## config.mk

```make
export PLATFORM = sky130hd
export DESIGN_NAME = gates_bist
export DESIGN_NICKNAME = d
export VERILOG_FILES = /design/src/rtl/gates_bist.sv
export SDC_FILE = /design/constraint.sdc
export NUM_CORES = 1
export LEC_CHECK = 0
export ABC_AREA = 1
export CAP_MARGIN = 30
export CORE_ASPECT_RATIO = 0.7
export CORE_MARGIN = 2
export CORE_UTILIZATION = 30
export DETAILED_ROUTE_END_ITERATION = 12
export GPL_TIMING_DRIVEN = 0
export HOLD_SLACK_MARGIN = 0.03
export REMOVE_ABC_BUFFERS = 1
export SLEW_MARGIN = 20
export SYNTH_ARGS = -nofsm -noshare
export SYNTH_HDL_FRONTEND = slang
export SYNTH_SLANG_ARGS = --single-unit
```

## constraint.sdc

```tcl
create_clock -name iClk -period 2.45 [get_ports iClk]
set_clock_uncertainty 0.05 [all_clocks]
set_input_delay 0.6125 -clock iClk [delete_from_list [all_inputs] [get_ports iClk]]
set_output_delay 0.6125 -clock iClk [all_outputs]
set_load 0.01 [all_outputs]
```

## src/rtl/gates_bist.sv

```systemverilog
// Built-in self-test engine for the two-input gates block: walks the 2-bit truth table, checks all five responses.
// Optional build macro GATES_BIST_STOP_ON_FAIL_EN ends the run at the first failing vector.
module gates_bist #(
    parameter int unsigned SETTLE_CYCLES = 2,
    parameter int unsigned LOOPS         = 1,
    parameter int unsigned CNT_W         = 8
) (
    input  logic             iClk,
    input  logic             iRstn,
    input  logic             iStart,
    output logic             oA,
    output logic             oB,
    input  logic             iAND,
    input  logic             iOR,
    input  logic             iNOT,
    input  logic             iNAND,
    input  logic             iNAND2,
    output logic             oBusy,
    output logic             oDone,
    output logic             oPass,
    output logic [4:0]       oFailMask,
    output logic [1:0]       oFailVec,
    output logic [CNT_W-1:0] oErrCnt
);

    localparam int unsigned SET_W  = (SETTLE_CYCLES > 1) ? $clog2(SETTLE_CYCLES) : 1;
    localparam int unsigned LOOP_W = (LOOPS > 1) ? $clog2(LOOPS) : 1;
    localparam logic [SET_W-1:0]  SET_LAST  = SET_W'(SETTLE_CYCLES - 1);
    localparam logic [LOOP_W-1:0] LOOP_LAST = LOOP_W'(LOOPS - 1);
    localparam logic [CNT_W-1:0]  ERR_MAX   = {CNT_W{1'b1}};

    typedef enum logic [1:0] {
        S_IDLE,
        S_SETTLE,
        S_CHECK,
        S_DONE
    } state_t;

    state_t             state_q, state_nxt;
    logic [SET_W-1:0]   cnt_q, cnt_nxt;
    logic [1:0]         vec_q, vec_nxt;
    logic [LOOP_W-1:0]  loop_q, loop_nxt;
    logic               busy_q, busy_nxt;
    logic               done_q, done_nxt;
    logic               pass_q, pass_nxt;
    logic [4:0]         mask_q, mask_nxt;
    logic [1:0]         fvec_q, fvec_nxt;
    logic [CNT_W-1:0]   err_q, err_nxt;

    logic [4:0]         resp;
    logic [4:0]         expd;
    logic [4:0]         mism;
    logic               any_mism;
    logic               stop_now;
    logic               last_vec;

    // Expected gate responses for the vector currently applied
    always_comb begin
        resp = {iNAND2, iNAND, iNOT, iOR, iAND};
        expd = {~(vec_q[1] & vec_q[0]), ~(vec_q[1] & vec_q[0]), ~vec_q[1],
                vec_q[1] | vec_q[0], vec_q[1] & vec_q[0]};
        // Case inequality so an X/Z response registers as a mismatch in simulation
        for (int i = 0; i < 5; i++) begin
            mism[i] = (resp[i] !== expd[i]);
        end
        any_mism = |mism;
        last_vec = (vec_q == 2'b11) && (loop_q == LOOP_LAST);
`ifdef GATES_BIST_STOP_ON_FAIL_EN
        stop_now = any_mism;
`else
        stop_now = 1'b0;
`endif
    end

    always_ff @(posedge iClk) begin
        if (!iRstn) begin
            state_q <= S_IDLE;
            cnt_q   <= '0;
            vec_q   <= '0;
            loop_q  <= '0;
            busy_q  <= 1'b0;
            done_q  <= 1'b0;
            pass_q  <= 1'b0;
            mask_q  <= '0;
            fvec_q  <= '0;
            err_q   <= '0;
        end else begin
            state_q <= state_nxt;
            cnt_q   <= cnt_nxt;
            vec_q   <= vec_nxt;
            loop_q  <= loop_nxt;
            busy_q  <= busy_nxt;
            done_q  <= done_nxt;
            pass_q  <= pass_nxt;
            mask_q  <= mask_nxt;
            fvec_q  <= fvec_nxt;
            err_q   <= err_nxt;
        end
    end

    always_comb begin
        state_nxt = state_q;
        cnt_nxt   = cnt_q;
        vec_nxt   = vec_q;
        loop_nxt  = loop_q;
        busy_nxt  = busy_q;
        done_nxt  = done_q;
        pass_nxt  = pass_q;
        mask_nxt  = mask_q;
        fvec_nxt  = fvec_q;
        err_nxt   = err_q;

        case (state_q)
            S_IDLE, S_DONE: begin
                if (iStart) begin
                    state_nxt = S_SETTLE;
                    cnt_nxt   = '0;
                    vec_nxt   = 2'b00;
                    loop_nxt  = '0;
                    busy_nxt  = 1'b1;
                    done_nxt  = 1'b0;
                    pass_nxt  = 1'b0;
                    mask_nxt  = '0;
                    fvec_nxt  = '0;
                    err_nxt   = '0;
                end
            end
            S_SETTLE: begin
                cnt_nxt = cnt_q + SET_W'(1);
                if (cnt_q == SET_LAST) begin
                    state_nxt = S_CHECK;
                end
            end
            S_CHECK: begin
                if (any_mism) begin
                    mask_nxt = mask_q | mism;
                    if (err_q == '0) begin
                        fvec_nxt = vec_q;
                    end
                    if (err_q != ERR_MAX) begin
                        err_nxt = err_q + CNT_W'(1);
                    end
                end
                if (last_vec || stop_now) begin
                    state_nxt = S_DONE;
                    vec_nxt   = 2'b00;
                    busy_nxt  = 1'b0;
                    done_nxt  = 1'b1;
                    pass_nxt  = (err_nxt == '0);
                end else begin
                    state_nxt = S_SETTLE;
                    vec_nxt   = vec_q + 2'd1;
                    cnt_nxt   = '0;
                    if (vec_q == 2'b11) begin
                        loop_nxt = loop_q + LOOP_W'(1);
                    end
                end
            end
            default: begin
                state_nxt = S_IDLE;
            end
        endcase
    end

    assign oA        = vec_q[1];
    assign oB        = vec_q[0];
    assign oBusy     = busy_q;
    assign oDone     = done_q;
    assign oPass     = pass_q;
    assign oFailMask = mask_q;
    assign oFailVec  = fvec_q;
    assign oErrCnt   = err_q;

endmodule

```

==> results.json <==
{
  "worst-path-buf-inv": 2,
  "power_w": 0.00104,
  "postSynth.asyncResetShare_pct": 0,
  "cp.depth": 11,
  "power.clock.fraction_pct": 26.6,
  "gr-usage-all-layers_pct": 13.8,
  "n_all_inverters": 41,
  "yosys.area_share.xor_xnor_pct": 1.16,
  "common_cells": "nand2_1 (68), inv_1 (36), dfxtp_1 (24), a21oi_1 (22), nand3_1 (14)",
  "place_area_um2": 1850,
  "critPathTopFamily": "simple AND/OR/NAND/NOR gates",
  "clkCellAreaFrac_pct": 2.90,
  "die-area_um2": 5620,
  "internal-power_w": 0.000690,
  "status": "finished, final reports clean",
  "hpwlAfterDp_mm": 2.75,
  "grt_pass1_vias": 1266,
  "wl_met3_um": 303,
  "synth-simple-area-share_pct": 33.3,
  "crit_start": "iNAND",
  "cp-endpoint": "oFailVec[1]",
  "seq_area_um2": 480,
  "synthAoiAreaFrac_pct": 16.3,
  "flops": 24,
  "p_leak_nw": 0.756,
  "slew_headroom_pct": 57.3,
  "cpMostUsedCell": "nand2_1",
  "top_area_share_pct": 31.8,
  "largestClassByArea": "multi-input combinational cells",
  "warning_count": 29,
  "bufAreaShareNonClock_pct": 14.2,
  "drt-pass1-iter-count": 5,
  "syn_area_um2": 1510,
  "synth_flops": 24,
  "post-synth-top-count-cell": "nand2_1",
  "cts_made_buffers": 3,
  "fa_ha_area_share_pct": 5.80,
  "nNetsFinal": 277,
  "drv_slew": 0,
  "cpPeakStageDelay_ns": 0.48,
  "edf_count": 0,
  "cts_setup_buffers": 0,
  "min_period_over_period_pct": 84.8,
  "setup_ws_ns": 0.372,
  "highest_layer": "met4",
  "insertion_delay_ns": 0.27,
  "min_to": "oFailMask[1]",
  "via_per_inst": 4.46,
  "largest_reg_flops": 8,
  "multi_input_comb_cells": 165,
  "detail_route.iter0.violations": 135,
  "top_area_cell": "dfxtp_1",
  "comb_power_share_pct": 29.9,
  "drtAntennaViolNets": 0,
  "drc_errors": 0,
  "dp_slack_ns": 0.112,
  "mostFrequentLayoutCell": "nand2_1",
  "clock_buffers": 4,
  "n_all_buffers": 27,
  "seqPwrFrac_pct": 43.5,
  "p_seq_w": 0.000453,
  "ys_cells": 233,
  "ff2ff_setup_slack_ns": 0.44,
  "syn_inst": 233,
  "seq_area_frac_synth_pct": 31.8,
  "area_growth_pct": 26.0,
  "vias": 1473,
  "power.group.top": "registers",
  "htreeDepth": 1,
  "dpl.cell_count": 326,
  "antenna-diode-count": 0,
  "cts_hold_buffers": 0,
  "ioPinCount": 28,
  "ys_warn_count": 0,
  "r2r-start": "vec_q[0]",
  "met2_usage_pct": 17.5,
  "p_sw_share_pct": 33.7,
  "cellPowerDensity_nw_per_um2": 548,
  "wl_met1_mm": 2.04,
  "path_clk_slew_ns": 0.09,
  "yosys-stat-area_um2": 1510,
  "gp_congestion": 0.861,
  "grt_pass1_wl_mm": 6.16,
  "hold_path_depth": 2,
  "wl_per_cell_um": 11.2,
  "met1_usage_pct": 22.2
}
### Placed cells, one colour a class

Bar = 20 µm.
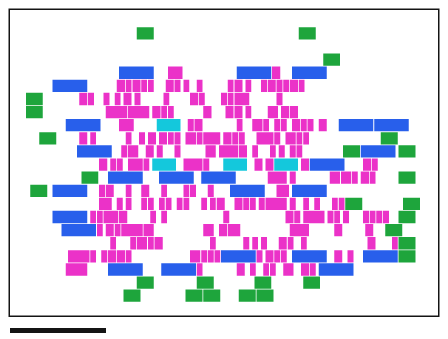
- other buffers and delay cells: green (cells 27; share of their area 15%)
- all other logic: magenta (cells 206; share of their area 56%)
- clock drivers and dummy loads: cyan (cells 4; share of their area 3.0%)
- flip-flops: blue (cells 24; share of their area 26%)
sequential share of cell area: 25.3%
final instance area: 1900 µm²
core box area: 4810 µm²
row count: 21
post-layout util: 39.5%

### Clock wires, drivers and flops

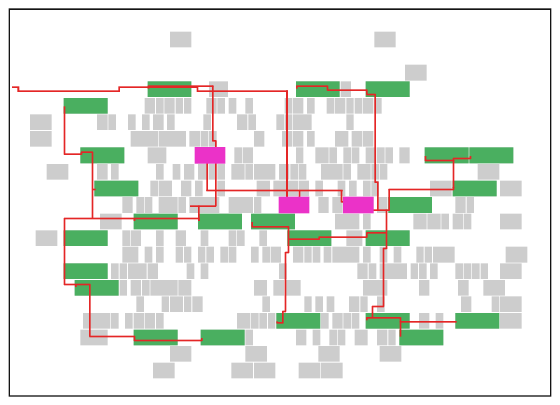
- flip-flops: green (count 24)
- cells driving clock nets: magenta (count 3)
- clock wires: red (length 377 µm)
- routed clock nets: 4

### Signal wires by layer

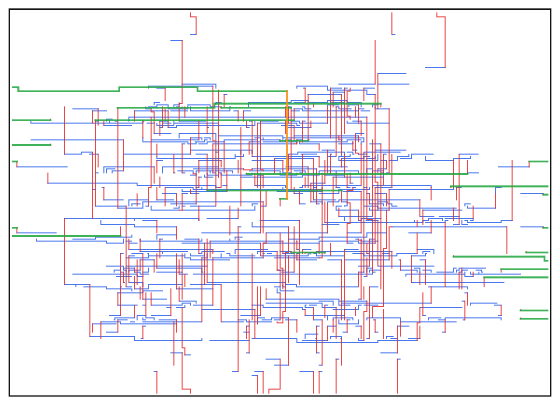
- met1: blue (wire length 2,040 µm)
- met3: green (wire length 303 µm)
- met2: red (wire length 1,340 µm)
- met4: orange (wire length 17.7 µm)

### Power grid

Bar = 20 µm. Pins as bars on the die edge. Tap cells in grey.
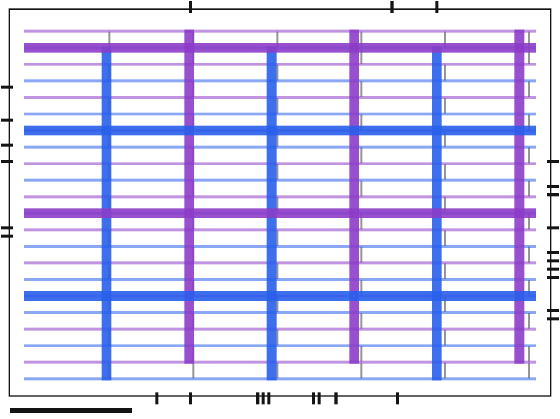
- VDD: purple
- VSS: blue
- tap cells: 69
- met1 rails: 22
- met5 straps: 4
- met4 straps: 6
- signal pins: 28
worst ir drop on vdd: 0.181 mV
Die W: 88.8 µm
chip height: 63.3 µm

No activity file was given, so power comes from the tool's default toggle rates.
